Run 1, met1 routing:
Scale: 2 px per µm. Supply wires on this layer in gray.
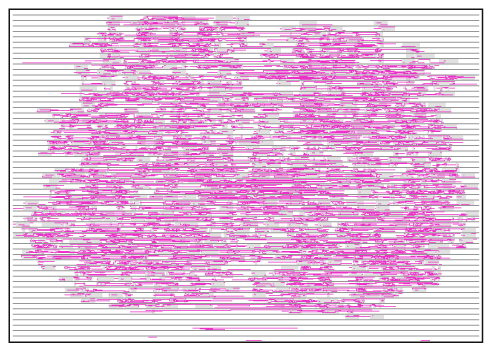
Run 1, where the registers sit:
Scale: 2 px per µm.
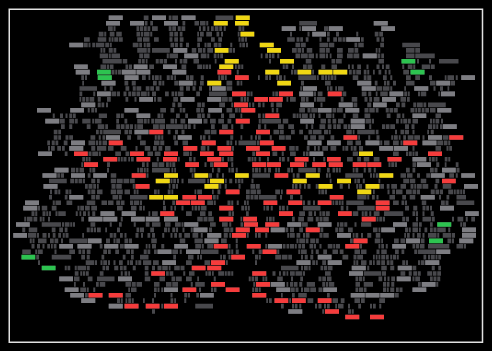
Run 1, metal layers overlaid:
Scale: 2 px per µm. Only two layers are drawn.
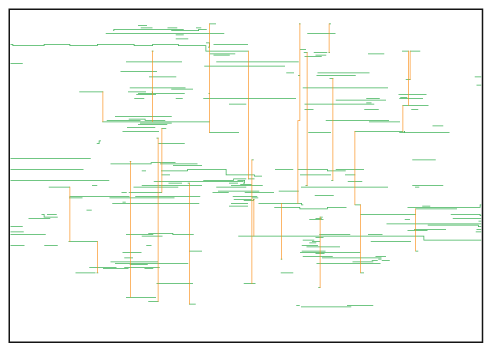
Run 1, M4 wires:
Scale: 2 px per µm. Supply wires on this layer in gray.
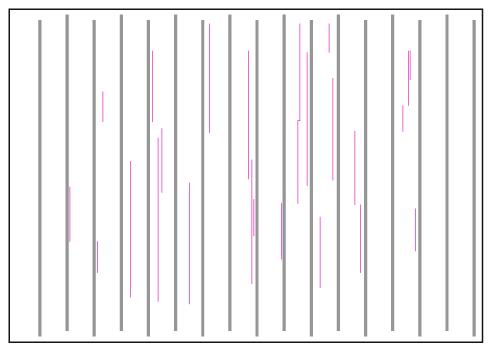
$ cat src/rtl/seg_phase_divider_if.sv
// Control and status bundle for seg_phase_divider: run requests and shared settings in,
// per-channel divided output, busy and done status out.
interface seg_phase_divider_if #(
  parameter int CHANNELS = 4,
  parameter int CNT_W    = 26,
  parameter int PH_W     = 8
);
  logic [CHANNELS-1:0] start;
  logic [CNT_W-1:0]    period;
  logic                mode;
  logic [PH_W-1:0]     phase_limit;
  logic [CHANNELS-1:0] out;
  logic [CHANNELS-1:0] busy;
  logic [CHANNELS-1:0] done;

  modport master (output start, period, mode, phase_limit, input out, busy, done);
  modport slave  (input start, period, mode, phase_limit, output out, busy, done);
endinterface

$ cat src/rtl/seg_phase_divider.sv
// Multi-channel clock divider: each channel ticks every max(period,1) cycles while its start is
// held, producing a toggle or single-cycle pulse output and an optional tick-limited run.
module seg_phase_divider #(
  parameter int CHANNELS = 4,
  parameter int CNT_W    = 26,
  parameter int PH_W     = 8
) (
  input  logic                clock,
  input  logic                rstn,
  seg_phase_divider_if.slave  bus
);
  typedef enum logic [1:0] {IDLE = 2'd0, RUN = 2'd1, DONE = 2'd2} state_t;

  logic [CHANNELS-1:0] out_v;
  logic [CHANNELS-1:0] busy_v;
  logic [CHANNELS-1:0] done_v;

  genvar g;
  generate
    for (g = 0; g < CHANNELS; g++) begin : g_ch
      state_t            state_r, state_nx;
      logic [CNT_W-1:0]  cnt_r, cnt_nx, pe_r, pe_nx;
      logic [PH_W-1:0]   ph_r, ph_nx, lim_r, lim_nx;
      logic              mode_r, mode_nx;
      logic              out_r, out_nx, busy_r, busy_nx, done_r, done_nx;
      logic              tick_s, last_s;

      // Next-state and next-output logic for one channel
      always_comb begin
        state_nx = state_r;
        cnt_nx   = cnt_r;
        ph_nx    = ph_r;
        pe_nx    = pe_r;
        lim_nx   = lim_r;
        mode_nx  = mode_r;
        out_nx   = out_r;
        busy_nx  = busy_r;
        done_nx  = 1'b0;
        tick_s   = (cnt_r == CNT_W'(1));
        // Limit of zero never matches, so a free-running ph just wraps
        last_s   = (lim_r != PH_W'(0)) && ((ph_r + PH_W'(1)) == lim_r);
        case (state_r)
          IDLE: begin
            cnt_nx  = CNT_W'(0);
            ph_nx   = PH_W'(0);
            out_nx  = 1'b0;
            busy_nx = 1'b0;
            if (bus.start[g]) begin
              state_nx = RUN;
              cnt_nx   = CNT_W'(1);
              pe_nx    = (bus.period == CNT_W'(0)) ? CNT_W'(1) : bus.period;
              lim_nx   = bus.phase_limit;
              mode_nx  = bus.mode;
              busy_nx  = 1'b1;
            end else begin
              state_nx = IDLE;
            end
          end
          RUN: begin
            if (!bus.start[g]) begin
              state_nx = IDLE;
              cnt_nx   = CNT_W'(0);
              ph_nx    = PH_W'(0);
              out_nx   = 1'b0;
              busy_nx  = 1'b0;
            end else begin
              cnt_nx = (cnt_r == pe_r) ? CNT_W'(1) : (cnt_r + CNT_W'(1));
              if (tick_s) begin
                ph_nx  = ph_r + PH_W'(1);
                out_nx = mode_r ? 1'b1 : ~out_r;
                if (last_s) begin
                  state_nx = DONE;
                  done_nx  = 1'b1;
                  busy_nx  = 1'b0;
                end else begin
                  state_nx = RUN;
                end
              end else begin
                out_nx = mode_r ? 1'b0 : out_r;
              end
            end
          end
          DONE: begin
            out_nx = mode_r ? 1'b0 : out_r;
            if (!bus.start[g]) begin
              state_nx = IDLE;
              cnt_nx   = CNT_W'(0);
              ph_nx    = PH_W'(0);
              out_nx   = 1'b0;
            end else begin
              state_nx = DONE;
            end
          end
          default: begin
            state_nx = IDLE;
            cnt_nx   = CNT_W'(0);
            ph_nx    = PH_W'(0);
            out_nx   = 1'b0;
            busy_nx  = 1'b0;
          end
        endcase
      end

      // Channel state register with synchronous active-low reset
      always_ff @(posedge clock) begin
        if (!rstn) begin
          state_r <= IDLE;
          cnt_r   <= CNT_W'(0);
          ph_r    <= PH_W'(0);
          pe_r    <= CNT_W'(1);
          lim_r   <= PH_W'(0);
          mode_r  <= 1'b0;
          out_r   <= 1'b0;
          busy_r  <= 1'b0;
          done_r  <= 1'b0;
        end else begin
          state_r <= state_nx;
          cnt_r   <= cnt_nx;
          ph_r    <= ph_nx;
          pe_r    <= pe_nx;
          lim_r   <= lim_nx;
          mode_r  <= mode_nx;
          out_r   <= out_nx;
          busy_r  <= busy_nx;
          done_r  <= done_nx;
        end
      end

      assign out_v[g]  = out_r;
      assign busy_v[g] = busy_r;
      assign done_v[g] = done_r;
    end
  endgenerate

  assign bus.out  = out_v;
  assign bus.busy = busy_v;
  assign bus.done = done_v;
endmodule

$ cat src/flat_wrapper.sv
// flat-port wrapper written by rule: the top's interface ports become plain ports
module seg_phase_divider_flat 
#(
  parameter int CHANNELS = 4,
  parameter int CNT_W    = 26,
  parameter int PH_W     = 8
)
  (clock, rstn, bus_start, bus_period, bus_mode, bus_phase_limit, bus_out, bus_busy, bus_done);
  seg_phase_divider_if #(.CHANNELS(CHANNELS), .CNT_W(CNT_W), .PH_W(PH_W)) bus_i ();
  input  logic clock;
  input  logic rstn;
  input wire logic [$bits(bus_i.start)-1:0] bus_start;
  input wire logic [$bits(bus_i.period)-1:0] bus_period;
  input wire logic [$bits(bus_i.mode)-1:0] bus_mode;
  input wire logic [$bits(bus_i.phase_limit)-1:0] bus_phase_limit;
  output wire logic [$bits(bus_i.out)-1:0] bus_out;
  output wire logic [$bits(bus_i.busy)-1:0] bus_busy;
  output wire logic [$bits(bus_i.done)-1:0] bus_done;
  assign bus_i.start = bus_start;
  assign bus_i.period = bus_period;
  assign bus_i.mode = bus_mode;
  assign bus_i.phase_limit = bus_phase_limit;
  assign bus_out = bus_i.out;
  assign bus_busy = bus_i.busy;
  assign bus_done = bus_i.done;
  seg_phase_divider #(.CHANNELS(CHANNELS), .CNT_W(CNT_W), .PH_W(PH_W)) u_core (.clock(clock), .rstn(rstn), .bus(bus_i));
endmodule
$ cat config.mk
export PLATFORM = sky130hd
export DESIGN_NAME = seg_phase_divider_flat
export DESIGN_NICKNAME = d
export VERILOG_FILES = /design/src/rtl/seg_phase_divider_if.sv /design/src/rtl/seg_phase_divider.sv /design/src/flat_wrapper.sv
export SDC_FILE = /design/constraint.sdc
export NUM_CORES = 1
export LEC_CHECK = 0
export CAP_MARGIN = 20
export CORE_ASPECT_RATIO = 0.7
export CORE_UTILIZATION = 40
export DETAILED_ROUTE_END_ITERATION = 16
export DONT_BUFFER_PORTS = 1
export GPL_ROUTABILITY_DRIVEN = 1
export GPL_TIMING_DRIVEN = 0
export PLACE_DENSITY = 0.6
export REMOVE_ABC_BUFFERS = 1
export SLEW_MARGIN = 0
export SYNTH_ARGS = -nofsm -noshare
export SYNTH_HDL_FRONTEND = slang
export SYNTH_SLANG_ARGS = --single-unit
$ cat constraint.sdc
create_clock -name clock -period 4.2 [get_ports clock]
set_input_delay 1.05 -clock clock [delete_from_list [all_inputs] [get_ports clock]]
set_output_delay 1.05 -clock clock [all_outputs]
set_load 0.005 [all_outputs]
==> results_slide.txt, run 1 <==
Implementation Results

Yosys
  – Area of the mapped netlist: 15320 µm²
  – Yosys Instances: 2006
  – Synth cell types: 63
  – Post-synth seq share: 0.3868

Run status
  – Status: completed

Clock tree
  – Clock root cell: clkbuf_16
  – CTS tree: done
  – Post-CTS Setup Inserts: 0
  – Clock insertion delay at the later pin of the skew report: 0.57 ns

STA
  – Slew HR: 0.4382
  – Tightest Pin Transition: 0.8350 ns
  – Min cycle time layout: 3.286 ns
  – Period utilization: 0.7824

Drt
  – Wirelength per Cell: 18.61 µm
  – Drt drc: 0
  – Met1 WL: 22750 µm
  – Metal2 WL: 18140 µm
  – Top layer in use: met4

Finish
  – Sequential portion of the cell area: 0.3586
  – Multi-input gate count: 1537
  – # clk buffers: 45
  – Post-Layout Inst Area: 16520 µm²
  – Filler-free cell count of the finished design: 2416
  – Fillers: 3738
  – Area Growth Syn to Fin: 7.865%

Worst setup path
  – CP bufs+invs: 1
  – Critical Path Source Type: flip-flop

Run
  – OpenROAD warning count: 43

Global routing
  – Overflow after GRT: 0
  – All-Layer GR Usage: 0.2259
  – Met2 usage in global routing: 0.3192
  – Met1 usage: 0.3518

Place
  – # placed instances: 2360
  – Setup WS pre-CTS: 0.8043 ns

Floorplan
  – Chip Area: 39100 µm²
About 'met1 routing':
share of all routed wire: 51%
wire length on this layer: 22.8 mm

About 'where the registers sit':
| netlist name | color | flops |
|---|---|---|
| `u_core.g_ch.pe_r` | red | 104 |
| `u_core.g_ch.lim_r` | yellow | 32 |
| `u_core.g_ch.state_r` | green | 8 |

About 'metal layers overlaid':
| layer | color | wire length |
|---|---|---|
| M3 | green | 3090 µm |
| M4 | orange | 966 µm |

About 'M4 wires':
share of all routed wire: 2.2%
longest straight run: 81.6 µm

## run 1: cell families (layout without fill, tap and decap cells)
kind of cell | count (synthesis) | count (layout) | synth area share
AND/OR/NAND/NOR | 892 | 892 | 0.2807
AND-OR/OR-AND | 438 | 438 | 0.1582
flip-flops | 296 | 296 | 0.3868
XOR/XNOR | 176 | 176 | 0.1006
buffers and inverters | 173 | 95 | 0.04884
adder cells (fa/ha/maj) | 28 | 28 | 0.02287
multiplexers | 3 | 3 | 0.001960
## run 1: synthesized netlist by cell type (3+ instances only)
library cell  count  area [µm²]
nand4b_1          3       26.28
nand2b_1          7       43.79
nor3_1           31       155.2
and3_1           30       187.7
o21bai_1          3       22.52
a311oi_1         10       87.58
a31oi_1          18       112.6
nand4_1          37       231.5
nand3_1          71       355.3
a211oi_1          5       37.54
ha_1             28       350.3
and2_1           27       168.9
buf_1            12       45.04
xor2_1           97       849.6
nor4_1           56       350.3
buf_2            28       140.1
xnor2_1          79       691.9
a21oi_1         252        1261
nor4b_1           6       52.55
clkbuf_1         90       337.8
o21ai_0          95       475.5
a2111oi_0         3       26.28
and4_1            9       78.83
or3b_1            3       26.28
nor4_2            3       37.54
mux2i_1           3       30.03
clkbuf_2          3       15.01
a21o_1            6       45.04
o211ai_1         15       112.6
nor3_2            3       30.03
nor2b_1          21       131.4
nor3b_1          11       82.58
nand2_1         379        1423
a211o_1           4       35.03
or4_1             6       45.04
nor2_1          134       503.0
nand3b_1          8       60.06
a22oi_1           4       30.03
buf_4            12       90.09
inv_1            25       93.84
dfxtp_1         296        5926
o21ai_1           4       20.02
or3_1            39       244.0
## run 1: flip-flops by register name, indices dropped and copies added, names as in the netlist
signal / cells
u_core.g_ch.cnt_r: 104
u_core.g_ch.state_r: 8
u_core.g_ch.busy_r: 4
u_core.g_ch.done_r: 4
u_core.g_ch.mode_r: 4
u_core.g_ch.out_r: 4
u_core.g_ch.ph_r: 32
u_core.g_ch.lim_r: 32
u_core.g_ch.pe_r: 104
## run 1: final timing paths
check	from	to	slack [ns]	cells after the start
worst min register to register	u_core.g_ch[0].mode_r	u_core.g_ch[0].mode_r	0.46	2
worst max register to register	u_core.g_ch[3].cnt_r[4]	u_core.g_ch[3].cnt_r[25]	0.91	8
worst min-delay path	u_core.g_ch[0].mode_r	u_core.g_ch[0].mode_r	0.46	2
worst max-delay path	u_core.g_ch[3].cnt_r[4]	u_core.g_ch[3].cnt_r[25]	0.91	8
## run 1: layout by cell type, fill, tap and decap left out, types with 21 or more instances in the layout
| cell | instances |
|---|---|
| o21ai_0 | 95 |
| a21oi_1 | 252 |
| nand4_1 | 37 |
| nor2_1 | 134 |
| nand3_1 | 71 |
| dfxtp_1 | 296 |
| and3_1 | 30 |
| inv_1 | 25 |
| nor2b_1 | 21 |
| and2_1 | 26 |
| xnor2_1 | 79 |
| nor4_1 | 56 |
| or3_1 | 39 |
| xor2_1 | 97 |
| nand2_1 | 379 |
| clkbuf_16 | 31 |
| ha_1 | 28 |
| nor3_1 | 30 |
## run 1: power by group
group          switching, mW  total (mW)  internal (mW)
clock network           1.16        2.67           1.52
logic                  0.365       0.598          0.233
registers             0.0980        3.01           2.91
total                   1.62        6.28           4.66
## Run 2: what changed since run 1
==> constraint.sdc (replaced) <==
create_clock -name clock -period 3.2 [get_ports clock]
set_input_delay 0.8 -clock clock [delete_from_list [all_inputs] [get_ports clock]]
set_output_delay 0.8 -clock clock [all_outputs]
set_load 0.005 [all_outputs]
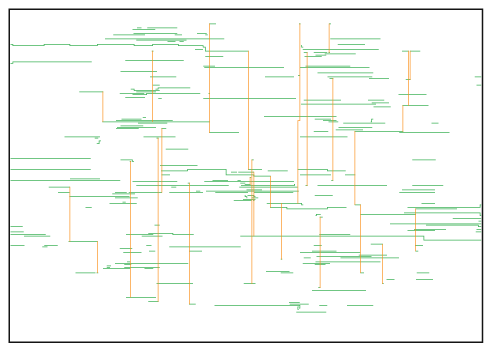
Run 2: metal layers overlaid
Scale: 2 px per µm. Only two layers are drawn.
| layer | color | wire length |
|---|---|---|
| M3 | green | 3330 µm |
| M4 | orange | 1010 µm |

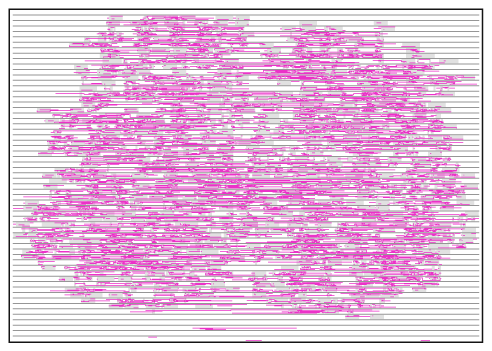
Run 2: met1 routing
Scale: 2 px per µm. Supply wires on this layer in gray.
nets with wire on the layer: 1879
longest straight run: 73.6 µm

==> run 2 against run 1 <==
First-iteration DRC count is 4.7% lower. Worst hold slack worse by 0.12 ns. Largest cell class unchanged. Combinational power is 32% higher. Worst setup slack worse by 0.65 ns. Sequential power is 31% higher. Clock-buffer cell count stayed put. Global-route usage hardly changed. Sequential share of layout area hardly changed. Final cell count stayed put. Final area hardly changed. Synthesized cell count stayed put. Register-to-register slack worse by 0.65 ns.
==> results_slide.txt, run 2 <==
Implementation Results

Worst setup path
  – R2R setup slack: 0.26 ns (-0.65 ns)
  – R2r startpoint: u_core.g_ch[1].ph_r[0]
  – Critical Path Source Type: flip-flop

Drt
  – Wirelength per Cell: 18.60 µm (about the same)

Yosys
  – Synth cell types: 63 (unchanged)
  – Cell type with the largest total area: dfxtp_1
  – Most frequent cells after synthesis: nand2_1 (379), dfxtp_1 (296), a21oi_1 (252)
  – Yosys Instances: 2006 (unchanged)
  – Area of the mapped netlist: 15320 µm² (unchanged)

Global routing
  – Overflow after GRT: 0 (unchanged)

Finish
  – Fillers: 3736 (-0.054%)
  – Area Growth Syn to Fin: 7.899% (about the same)
  – Top cell excl fill/tap: nand2_1
  – Filler-free cell count of the finished design: 2416 (unchanged)
  – Registers with the most flip-flops: u_core.g_ch.cnt_r (104), u_core.g_ch.pe_r (104)

STA
  – Slew HR: 0.4405 (+0.002333)
  – Period utilization: 0.9182 (+0.1358)

Run
  – OpenROAD warning count: 44 (+2.3%)

Power and ir drop
  – Sequential share of power: 0.479 (about the same)

Run status
  – Status: completed

Clock tree
  – CTS tree: done
-- run 2: area by class of cell --
type / count / share of cell area
diodes: 1 / 0.0001514
clock buffers: 45 / 0.05375
clock inverters: 10 / 0.004769
inverters: 26 / 0.006359
multi-input cells: 1537 / 0.5240
flip-flops and latches: 296 / 0.3585
well taps: 488 / 0.03694
repair buffers: 13 / 0.01552
-- run 2: cell families after synthesis --
family                     Yosys count  share of synthesized area
muxes                                3                   0.001960
buffers and inverters              173                    0.04884
adders and majority gates           28                    0.02287
and+or+nand+nor                    892                     0.2807
DFF                                296                     0.3868
xor gates and xnor gates           176                     0.1006
AOI/OAI and AO/OA                  438                     0.1582
-- run 2: worst max-delay path by stage --
stage                     depth (start not counted)  slack, ns                        end                     from
after global placement                            2      -1.42      u_core.g_ch[0].done_r                     rstn
after floorplan                                   2       0.12  u_core.g_ch[3].state_r[1]                     rstn
after global routing                              8        0.1  u_core.g_ch[1].state_r[0]   u_core.g_ch[1].ph_r[0]
after detailed placement                          7      -0.20   u_core.g_ch[3].cnt_r[10]  u_core.g_ch[3].cnt_r[4]
final                                             8       0.26  u_core.g_ch[1].state_r[0]   u_core.g_ch[1].ph_r[0]
after CTS                                         7       0.10   u_core.g_ch[3].cnt_r[25]  u_core.g_ch[3].cnt_r[4]
-- run 2: through the flow --
stage          cell area [µm²]  power [mW]
6_report                 16530       8.254
5_1_grt                  16530       8.587
4_1_cts                  16520       8.307
3_5_place_dp             15550       4.808
3_3_place_gp             15280       4.739
2_1_floorplan            14670       4.539
-- run 2: repair_timing --
action                     4_1_cts  5_1_grt
resized                          1        1
cloned                           0        0
setup endpoints to repair       14       14
-- run 2: critical path, delay by kind of cell, from the launching register on --
kind,cells,cell delay [ns]
compound gates,3,0.37
xor+xnor,1,0.19
fa+ha+maj,1,0.49
flops,1,0.55
simple gates,3,1.23
-- run 2: layer usage --
metal	vias to the layer above	global-route usage	routed length (µm)
li1	6733	-	-
met1	6560	0.3518	22530
met2	450	0.3194	18070
met3	66	0.03457	3332
met4	0	0.05598	1013
met5	-	0	0
-- run 2: power by group through the flow --
stage	sequential, mW	clock (mW)	combinational [mW]
after floorplan	3.99	0	0.549
after global placement	4.03	0	0.711
after detailed placement	4.03	0	0.777
after CTS	3.95	3.58	0.782
after global routing	3.97	3.73	0.888
final	3.95	3.52	0.787
Power is estimated from default activity; no workload was simulated.
